## src/rtl/mod_n_digit_counter_pkg.sv

```systemverilog
// Shared definitions for the modulo-N digit counter: width helper,
// clock-digit moduli and the count-direction encoding.
package counter_pkg;

  // Smallest r such that 2**r >= n; usable in constant expressions.
  function automatic int clog2_f(input int n);
    int r = 0;
    while ((1 << r) < n) r++;
    return r;
  endfunction

  localparam int SEC_LO_MOD = 10;
  localparam int SEC_HI_MOD = 6;
  localparam int HR_MOD     = 24;

  typedef enum logic {
    CNT_DN = 1'b0,
    CNT_UP = 1'b1
  } cnt_dir_t;

endpackage

```

## src/rtl/mod_n_digit_counter_if.sv

```systemverilog
// Control/status bundle of one counter digit.
// Optional load path is present only when MOD_N_COUNTER_LOAD_EN is defined.
interface mod_n_digit_counter_if #(
  parameter int WIDTH = 3
) ();

  logic             cnt_en;
  logic             up_dn;
  logic             set_time;
  logic             set_inc;
`ifdef MOD_N_COUNTER_LOAD_EN
  logic             load;
  logic [WIDTH-1:0] load_val;
`endif
  logic [WIDTH-1:0] count;
  logic             carry;
  logic             at_term;

`ifdef MOD_N_COUNTER_LOAD_EN
  modport master (output cnt_en, up_dn, set_time, set_inc, load, load_val,
                  input  count, carry, at_term);
  modport slave  (input  cnt_en, up_dn, set_time, set_inc, load, load_val,
                  output count, carry, at_term);
`else
  modport master (output cnt_en, up_dn, set_time, set_inc,
                  input  count, carry, at_term);
  modport slave  (input  cnt_en, up_dn, set_time, set_inc,
                  output count, carry, at_term);
`endif

endinterface

```

## src/rtl/mod_n_digit_counter_edge.sv

```systemverilog
// Rising-edge detector for the set-mode step request.
// The delayed copy is sampled every cycle regardless of counter mode.
module rise_edge_det (
  input  logic clkmain,
  input  logic clear_n,
  input  logic d,
  output logic q_pulse
);

  logic d_q;

  // Register the previous level of d.
  always_ff @(posedge clkmain or negedge clear_n) begin
    // NOTE: non-blocking assignment in clocked logic so every register samples pre-edge values.
    if (!clear_n) d_q <= 1'b0;
    else          d_q <= d;
  end

  assign q_pulse = d & ~d_q;

endmodule

```

## src/rtl/mod_n_digit_counter.sv

```systemverilog
// Modulo-N up/down digit counter with carry/borrow chaining and
// edge-stepped set mode. Define MOD_N_COUNTER_LOAD_EN to add a
// synchronous parallel load path.
module mod_n_digit_counter
  import counter_pkg::*;
#(
  parameter int MODULUS = 6,
  parameter int WIDTH   = 3
) (
  input  logic                  clkmain,
  input  logic                  clear_n,
  mod_n_digit_counter_if.slave  bus
);

  // Reject moduli that cannot be represented in the count width.
  generate
    if (MODULUS < 2 || WIDTH < clog2_f(MODULUS)) begin : g_bad_param
      $error("mod_n_digit_counter: MODULUS must be >= 2 and fit in WIDTH bits");
    end
  endgenerate

  localparam logic [WIDTH-1:0] TERM = WIDTH'(MODULUS - 1);

  logic [WIDTH-1:0] count_q;
  logic             carry_q;
  logic             set_edge;
  logic [WIDTH:0]   step_nxt;
  cnt_dir_t         dir;

  // One step in the given direction; returns {wrap, next_count}.
  // Out-of-range counts are treated as a wrap so the digit self-corrects.
  function automatic logic [WIDTH:0] step_f(input logic [WIDTH-1:0] c,
                                            input cnt_dir_t d);
    if (d == CNT_UP) begin
      // Guarded by the terminal compare, so c + 1 can never pass 2**WIDTH.
      if (c >= TERM) return {1'b1, {WIDTH{1'b0}}};
      else           return {1'b0, c + WIDTH'(1)};
    end else begin
      if (c == '0 || c > TERM) return {1'b1, TERM};
      else                     return {1'b0, c - WIDTH'(1)};
    end
  endfunction

  rise_edge_det u_set_edge (
    .clkmain (clkmain),
    .clear_n (clear_n),
    .d       (bus.set_inc),
    .q_pulse (set_edge)
  );

  assign dir      = cnt_dir_t'(bus.up_dn);
  assign step_nxt = step_f(count_q, dir);

  // Counter core: load > set mode > count enable > hold.
  always_ff @(posedge clkmain or negedge clear_n) begin
    if (!clear_n) begin
      count_q <= '0;
      carry_q <= 1'b0;
    end else begin
`ifdef MOD_N_COUNTER_LOAD_EN
      if (bus.load) begin
        count_q <= (bus.load_val > TERM) ? TERM : bus.load_val;
        carry_q <= 1'b0;
      end else
`endif
      if (bus.set_time) begin
        // One digit is set at a time, so nothing propagates downstream.
        carry_q <= 1'b0;
        if (set_edge) count_q <= step_nxt[WIDTH-1:0];
      end else if (bus.cnt_en) begin
        {carry_q, count_q} <= step_nxt;
      end else begin
        carry_q <= 1'b0;
      end
    end
  end

  assign bus.count   = count_q;
  assign bus.carry   = carry_q;
  assign bus.at_term = (dir == CNT_UP) ? (count_q == TERM) : (count_q == '0);

endmodule

```

## src/flat_wrapper.sv

```systemverilog
// flat-port wrapper written by rule: the top's interface ports become plain ports
module mod_n_digit_counter_flat import counter_pkg::*;
#(
  parameter int MODULUS = 6,
  parameter int WIDTH   = 3
)
  (clkmain, clear_n, bus_cnt_en, bus_up_dn, bus_set_time, bus_set_inc, bus_count, bus_carry, bus_at_term);
  mod_n_digit_counter_if #(.WIDTH(WIDTH)) bus_i ();
  input  logic clkmain;
  input  logic clear_n;
  input wire logic [$bits(bus_i.cnt_en)-1:0] bus_cnt_en;
  input wire logic [$bits(bus_i.up_dn)-1:0] bus_up_dn;
  input wire logic [$bits(bus_i.set_time)-1:0] bus_set_time;
  input wire logic [$bits(bus_i.set_inc)-1:0] bus_set_inc;
  output wire logic [$bits(bus_i.count)-1:0] bus_count;
  output wire logic [$bits(bus_i.carry)-1:0] bus_carry;
  output wire logic [$bits(bus_i.at_term)-1:0] bus_at_term;
  assign bus_i.cnt_en = bus_cnt_en;
  assign bus_i.up_dn = bus_up_dn;
  assign bus_i.set_time = bus_set_time;
  assign bus_i.set_inc = bus_set_inc;
  assign bus_count = bus_i.count;
  assign bus_carry = bus_i.carry;
  assign bus_at_term = bus_i.at_term;
  mod_n_digit_counter #(.MODULUS(MODULUS), .WIDTH(WIDTH)) u_core (.clkmain(clkmain), .clear_n(clear_n), .bus(bus_i));
endmodule
```

## config.mk

```make
export PLATFORM = sky130hd
export DESIGN_NAME = mod_n_digit_counter_flat
export DESIGN_NICKNAME = d
export VERILOG_FILES = /design/src/rtl/mod_n_digit_counter_pkg.sv /design/src/rtl/mod_n_digit_counter_if.sv /design/src/rtl/mod_n_digit_counter_edge.sv /design/src/rtl/mod_n_digit_counter.sv /design/src/flat_wrapper.sv
export SDC_FILE = /design/constraint.sdc
export NUM_CORES = 1
export LEC_CHECK = 0
export CORE_AREA = 2 2 39 41
export DETAILED_ROUTE_END_ITERATION = 8
export DIE_AREA = 0 0 41 43
export PLACE_DENSITY = 0.51
export SLEW_MARGIN = 20
export SYNTH_ARGS = -nofsm -noshare
export SYNTH_HDL_FRONTEND = slang
export SYNTH_SLANG_ARGS = --single-unit
```

## constraint.sdc

```tcl
create_clock -name clkmain -period 1.9 [get_ports clkmain]
set_input_delay 0.38 -clock clkmain [delete_from_list [all_inputs] [get_ports clkmain]]
set_output_delay 0.38 -clock clkmain [all_outputs]
set_load 0.03 [all_outputs]
```

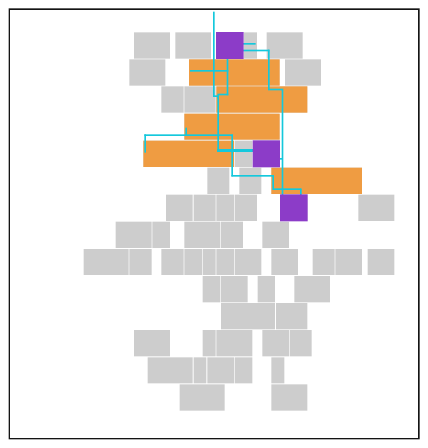
Fig. 1. Routed clock nets over the placement.
- flip-flops: orange (count 5)
- clock drivers: purple (count 3)
- clock wires: cyan (length 79.6 um)
- routed clock nets: 4

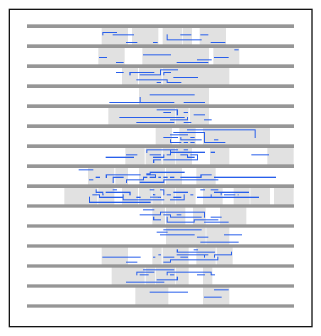
Fig. 2. M1 wires.
Supply wires on this layer in gray.
- main direction: horizontal
- share of all routed wire: 44%
- longest straight run: 9.20 um
- nets with wire on the layer: 59
Detailed Route WL: 841 um
met1 usage: 0.167

==> run notes <==
For the worst reg-to-reg path, the endpoint reported by OpenROAD is u_core.bus.count[1]. The post-placement setup slack was 59.9 ps. The logs give 0.648 for the proportion of power drawn by combinational gates and 2 for the maximum buffer depth of the clock tree. Once layout is done, the placed cells without fillers occupy 548 um^2.

The run gives 0 for the final tally of max-slew violations. The run gives 386 for the number of vias after detailed routing. The final hold slack came out at 361 ps.

For the top achievable clock speed, the log shows 0.550 GHz. The y dimension of the die was 43 um; the simple logic cell fraction of the synthesized area was 0.280. The tool flagged a number of max-cap violations equal to 0. The largest incremental delay on the critical path is 510 ps. The design draws 0.864 mW.

Listed in order, past its start point the critical path passes clkdlybuf4s50_1 -> nand2b_1 -> o21ai_2 -> buf_4. The run gives 0.322 as the portion of the post-synthesis area used by sequential elements. In the synthesized netlist, the dominant kind of combinational cell is simple AND/OR/NAND/NOR gates. The XOR/XNOR share of the synthesized area works out to 0. After synthesis, the netlist uses 25 different library cells.

The total of hold buffers inserted after clock tree synthesis was 0. The most critical min-delay path falls under in2async. Setup repair after global routing left no endpoint under its margin. The data arrival time reported for the critical path is 1440 ps. The run gives 0 as the final global-route overflow total.

The post-route minimum period is 1820 ps. The cell with the most instances after synthesis is sky130_fd_sc_hd__dfrtp_1. STA classifies the critical path startpoint as an input pin.

Remaining number of nets flagged by the antenna check after routing: 0. The run gives 0.231 for the flop share of the area. Entering global routing, the biggest net connects 12 pins. The non-clock inverters instantiated in the layout total 3. The dominant register cell in the synthesized netlist is sky130_fd_sc_hd__dfrtp_1. Yosys reports a chip area of 389 um^2. The analysis attributes to net switching a power of 0.379 mW. Hold-check failures listed in the final report amount to 0. Most frequent logic cell in the layout: sky130_fd_sc_hd__clkdlybuf4s50_1. With the number of buffers other than clock buffers in the final layout at 13, the post-route setup TNS is 0 ps. The worst-margin pin slew works out to 318 ps. According to the report, the first pass of detailed routing completed in 4 iterations. The number of cells on the worst reg-to-reg path is 5. STA classifies the critical path endpoint as an output port. The run finished with clean final reports. Per the OpenROAD power report, leakage power amounts to 0.243 nW.

The final timing report lists clock skew as 6.50 ps. The highest layer touched by signal routing is met3. The number of remaining DRC errors came out at 0. The last element of the critical path is bus_at_term. The number of global-route vias before repair came out at 336. The floorplan net count is 53. The busiest layer in global routing is met2. The script logs the mean routed wire length per placed instance as 11.4 um. The run gives 0.957 for the fraction of the cycle the final worst path needs.

The fraction of layout cells with a size suffix above 1 came out at 0.207. Number of enable flip-flop cells: 0. The main area contributors are sky130_fd_sc_hd__dfrtp_1 (32%), sky130_fd_sc_hd__ha_1 (13%), sky130_fd_sc_hd__nor3_1 (3.9%).

The relative contribution of the clock network to total power was 0.140. The adder-cell area share of the yosys netlist was 0.129; the non-clock buffer area fraction after layout was 0.219. Per STA, the worst path accumulates the most delay in the family buffers and inverters. The run gives 514 um^2 as the cell area reported after detailed placement. The average instance in the mapped netlist occupies 9.05 um^2. The run gives 0 as the count of instances resized after the clock tree is built. The cell type that accounts for the most area after synthesis is sky130_fd_sc_hd__dfrtp_1.

The filler cells instantiated in the layout total 136. The run gives 1.45 mm for the wire length of the first global-routing pass.
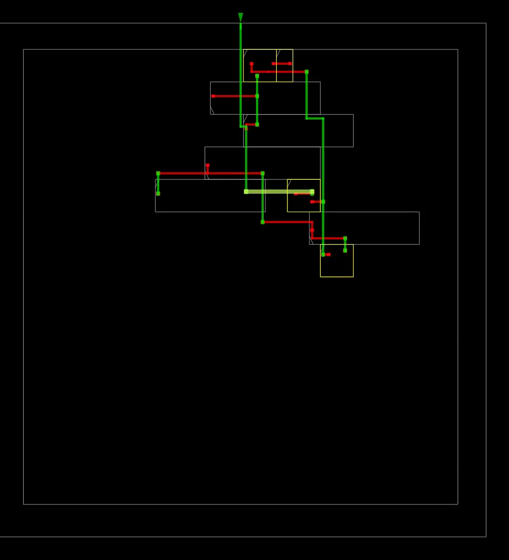
Fig. 3. Clock wiring as the flow saved it.
Clock Latency Late Sink: 240 ps
total clock sinks: 5
number of flip-flops and latches: 5
tally of clock buffers in the finished layout: 4

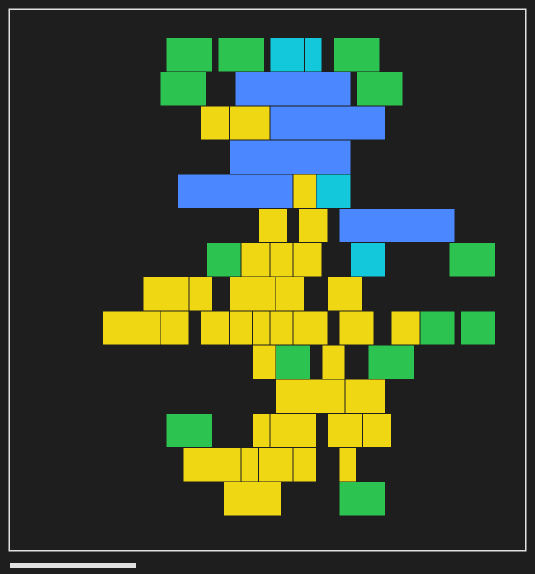
Fig. 4. Cells colored by class.
Bar = 10 um.
- sequential cells: blue (cells 5)
- remaining buffers and delay cells: green (cells 13)
- combinational and other logic: yellow (cells 36)
- clock drivers and dummy loads: cyan (cells 4)
share of the core filled with cells in the final layout: 0.396
row count: 14
core region area: 1380 um^2

Power and IR drop assume default switching activity.
